$ cat src/rtl/seq_magnitude_comparator.sv
// Multi-cycle WIDTH-bit magnitude comparator, one SLICE-bit slice per clock, MSB slice first.
// Optional macro CMP_EARLY_EXIT_EN: stop on the first differing slice instead of scanning all slices.
module seq_magnitude_comparator #(
   parameter int WIDTH = 16,
   parameter int SLICE = 4
) (
   input  logic             clk,
   input  logic             rst,
   input  logic             start,
   input  logic [WIDTH-1:0] a,
   input  logic [WIDTH-1:0] b,
   input  logic             signed_mode,
   output logic             busy,
   output logic             done,
   output logic             eq,
   output logic             gt,
   output logic             lt
);

   localparam int NSLICE = WIDTH / SLICE;
   localparam int IDXW   = (NSLICE > 1) ? $clog2(NSLICE) : 1;
   localparam logic [IDXW-1:0]  IDX_TOP  = IDXW'(NSLICE - 1);
   localparam logic [SLICE-1:0] MSB_MASK = SLICE'(1) << (SLICE - 1);

   localparam logic [1:0] S_IDLE = 2'd0;
   localparam logic [1:0] S_CMP  = 2'd1;
   localparam logic [1:0] S_DONE = 2'd2;

   logic [1:0]       r_state;
   logic [IDXW-1:0]  r_idx;
   logic [WIDTH-1:0] r_a;
   logic [WIDTH-1:0] r_b;
   logic             r_signed;
   logic             r_eq;
   logic             r_gt;
   logic             r_lt;
`ifndef CMP_EARLY_EXIT_EN
   logic             r_found;
   logic             r_found_gt;
`endif

   logic [SLICE-1:0] w_mask;
   logic [SLICE-1:0] w_slice_a;
   logic [SLICE-1:0] w_slice_b;
   logic             w_diff;
   logic             w_slice_gt;
   logic             w_accept;

   assign w_accept = (r_state == S_IDLE) && start;

   // Flipping the sign bit of the top slice maps two's-complement order onto unsigned order.
   assign w_mask     = (r_signed && (r_idx == IDX_TOP)) ? MSB_MASK : '0;
   assign w_slice_a  = r_a[r_idx*SLICE +: SLICE] ^ w_mask;
   assign w_slice_b  = r_b[r_idx*SLICE +: SLICE] ^ w_mask;
   assign w_diff     = (w_slice_a != w_slice_b);
   assign w_slice_gt = (w_slice_a > w_slice_b);

   // NOTE: operand registers are pure datapath, loaded before any use, so they carry no reset.
   always_ff @(posedge clk) begin
      if (w_accept) begin
         r_a      <= a;
         r_b      <= b;
         r_signed <= signed_mode;
      end
   end

   always_ff @(posedge clk) begin
      if (rst) begin
         r_state <= S_IDLE;
         r_idx   <= IDX_TOP;
         r_eq    <= 1'b0;
         r_gt    <= 1'b0;
         r_lt    <= 1'b0;
`ifndef CMP_EARLY_EXIT_EN
         r_found    <= 1'b0;
         r_found_gt <= 1'b0;
`endif
      end else begin
         case (r_state)
            S_IDLE: begin
               if (start) begin
                  r_state <= S_CMP;
                  r_idx   <= IDX_TOP;
`ifndef CMP_EARLY_EXIT_EN
                  r_found <= 1'b0;
`endif
               end
            end
            S_CMP: begin
`ifdef CMP_EARLY_EXIT_EN
               if (w_diff) begin
                  r_state <= S_DONE;
                  r_eq    <= 1'b0;
                  r_gt    <= w_slice_gt;
                  r_lt    <= ~w_slice_gt;
               end else if (r_idx == '0) begin
                  r_state <= S_DONE;
                  r_eq    <= 1'b1;
                  r_gt    <= 1'b0;
                  r_lt    <= 1'b0;
               end else begin
                  r_idx <= r_idx - 1'b1;
               end
`else
               // Only the first (most significant) differing slice decides the result.
               if (w_diff && !r_found) begin
                  r_found    <= 1'b1;
                  r_found_gt <= w_slice_gt;
               end
               if (r_idx == '0) begin
                  r_state <= S_DONE;
                  if (r_found) begin
                     r_eq <= 1'b0;
                     r_gt <= r_found_gt;
                     r_lt <= ~r_found_gt;
                  end else if (w_diff) begin
                     r_eq <= 1'b0;
                     r_gt <= w_slice_gt;
                     r_lt <= ~w_slice_gt;
                  end else begin
                     r_eq <= 1'b1;
                     r_gt <= 1'b0;
                     r_lt <= 1'b0;
                  end
               end else begin
                  r_idx <= r_idx - 1'b1;
               end
`endif
            end
            S_DONE: begin
               r_state <= S_IDLE;
               r_idx   <= IDX_TOP;
            end
            default: begin
               r_state <= S_IDLE;
               r_idx   <= IDX_TOP;
            end
         endcase
      end
   end

   assign busy = (r_state != S_IDLE);
   assign done = (r_state == S_DONE);
   assign eq   = r_eq;
   assign gt   = r_gt;
   assign lt   = r_lt;

endmodule

$ cat config.mk
export PLATFORM = sky130hd
export DESIGN_NAME = seq_magnitude_comparator
export DESIGN_NICKNAME = d
export VERILOG_FILES = /design/src/rtl/seq_magnitude_comparator.sv
export SDC_FILE = /design/constraint.sdc
export NUM_CORES = 1
export LEC_CHECK = 0
export CAP_MARGIN = 10
export CORE_UTILIZATION = 39
export CTS_CLUSTER_SIZE = 14
export DETAILED_ROUTE_END_ITERATION = 8
export PLACE_DENSITY = 0.69
export SLEW_MARGIN = 20
export SYNTH_ARGS = -nofsm -noshare
export SYNTH_HDL_FRONTEND = slang
export SYNTH_SLANG_ARGS = --single-unit
$ cat constraint.sdc
create_clock -name clk -period 2.45 [get_ports clk]
set_input_delay 0.3675 -clock clk [delete_from_list [all_inputs] [get_ports clk]]
set_output_delay 0.3675 -clock clk [all_outputs]
set_load 0.005 [all_outputs]
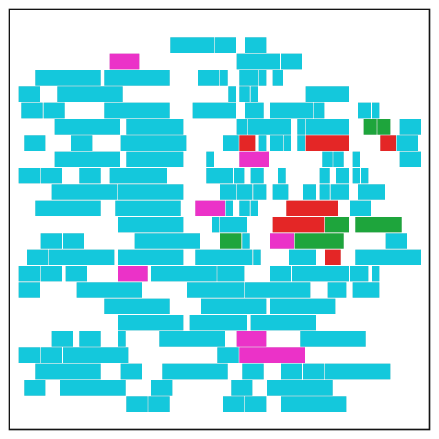
(images/sizing.png)
Drawn at 6 px/µm.
[cyan] x1 and smaller | cells: 140 | share: 88% | most used: clkdlybuf4s50_1
[magenta] x6 and larger | cells: 7 | share: 4.4% | most used: clkbuf_8
[red] x3 and x4 | cells: 6 | share: 3.8% | most used: buf_4
[green] x2 | cells: 6 | share: 3.8%

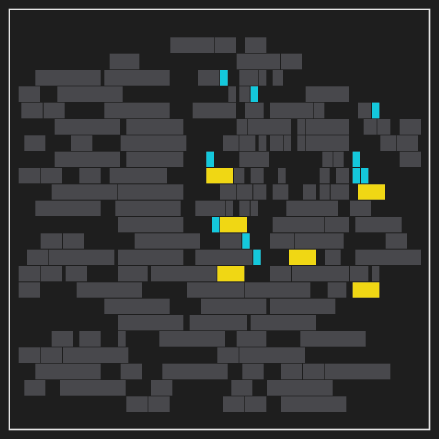
(images/gates.png)
Drawn at 6 px/µm.
[cyan] inv cells | cells: 10
[yellow] fa/ha/maj cells | cells: 6
most common logic cell in the routed design: clkdlybuf4s50_1
Finished Layout Cells: 211
fraction of area in multi-input gates: 23.8%

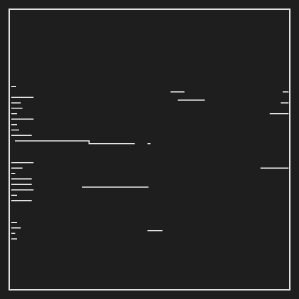
(images/m3.png)
Drawn at 4 px/µm.
wire length on this layer: 133 µm
main direction: horizontal
longest straight run: 18.4 µm
share of all routed wire: 4.3%
nets with wire on the layer: 28

==> flow_summary.toml <==
# physical design summary
[worst_setup_path]
crit_path_end_kind = "flip-flop"
cp.arrival_ns = 2.55
critPathLaunchType = "flip-flop"
crit_chain = "buf_6, mux4_1, ha_1, and4_2, nor4b_4, nor2_1, a211oi_1"
slowest_stage = "mux4_1"
worst-path-max-fanout = 6
worstPathRequired_ns = 2.65
critPathMaxStageDelay_ns = 0.56

[pwr]
power_density_nw_per_um2 = 656
maxPowerGroup = "sequential cells"
peakVddDrop_mv = 0.332
pg_seq_w = 0.000830
pwr-share-comb_pct = 12.5
power.total_w = 0.00156
powerComb_w = 0.000196

[cells_and_area]
diodes = 0
syn2layout_area_growth_pct = 33.0
bufAreaShareNonClock_pct = 17.9
drive_above_1_share_pct = 11.9
final_cell_mix = "clkdlybuf4s50_1 (40), edfxtp_1 (33), inv_1 (10)"
seq_share_pct = 49.3
nClkBuffers = 6
n_all_buffers = 43
inverters = 10
fin_area_um2 = 2380

[floorplan]
tap_cells = 52
ios = 41
std_cell_rows = 24
fp.coreArea_um2 = 4380
fp_util_pct = 40.9
fp.dieH_um = 69.8
die_x_um = 69.8

[timing]
worstMarginPinSlew_ns = 0.437
hold_violations = 0
relSlewSlack_pct = 70.9
fmax_ghz = 0.427
finalWorstSetupSlack_ns = 0.106

[synthesis]
top_area_share_pct = 55.3
synth-warning-count = 0
synthAdderAreaFrac_pct = 4.19
yosys-stat-area_um2 = 1790
netlist_area_um2 = 1790
top_cells_by_count = "edfxtp_1 (33), inv_1 (10), dfxtp_1 (9), nor2_1 (9), mux4_1 (7)"
yosysUniqueCellTypes = 33
floorplan.nets = 154
synth_flops = 42
postSynth.asyncResetShare_pct = 0

[global_routing]
grt_pass1_wl_um = 5140
gr-total-overflow = 0

[drt]
wl_per_cell_um = 14.8
drt_first_pass_iters = 4
wl_um = 3120
drc = 0
ant_nets = 0
viasPerCell = 5.00
vias = 1056

[clock_network]
clock-sinks = 42
path_clk_slew_ns = 0.08
cts_setup_buffers = 0
cts_buffers = 5
cts_hold_buf = 0
cts-resized-gates = 0

[flow_run]
warnings = 27

[placement]
io_buffers = 40
post_dp_cell_area_um2 = 2250

[hold_path]
hold_path.class = "reg2reg"

[status]
outcome = "finished clean"
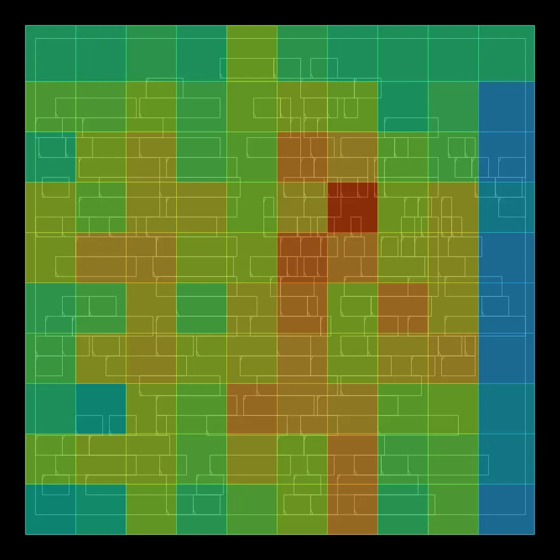
(images/congestion_map.png)
GRT Max-Usage Layer: met2
met3 usage: 4.36%
Final Util: 54.4%
met1 GRT Util: 16.8%
Total GRT Usage: 14.1%

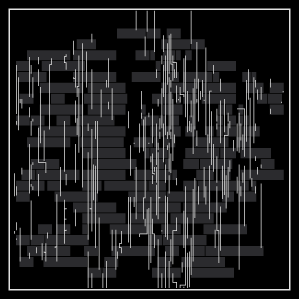
(images/m2.png)
Drawn at 4 px/µm.
longest straight run: 35.9 µm
main direction: vertical

[metal layers]
| layer | up-vias | routed length, µm |
|---|---|---|
| met1 | 499 | 1330 |
| met2 | 32 | 1620 |
| met3 | 5 | 133 |
| li1 | 520 | - |
| met4 | 0 | 35 |
| met5 | - | 0 |
[registers in the layout, indices dropped and copies added (netlist names)]
name        flops
r_idx           2
r_a            16
r_b            16
r_signed        1
r_found         1
r_state         2
r_found_gt      1
eq              1
lt              1
gt              1
[worst paths after layout]
| kind | cells after the start | startpoint | slack, ns | end |
|---|---|---|---|---|
| worst max-delay path | 7 | r_idx[0] | 0.11 | r_found_gt |
| worst min-delay path | 2 | lt | 0.49 | lt |
| worst max register to register | 7 | r_idx[0] | 0.11 | r_found_gt |
| worst min register to register | 2 | lt | 0.49 | lt |
Power is estimated from default activity; no workload was simulated.
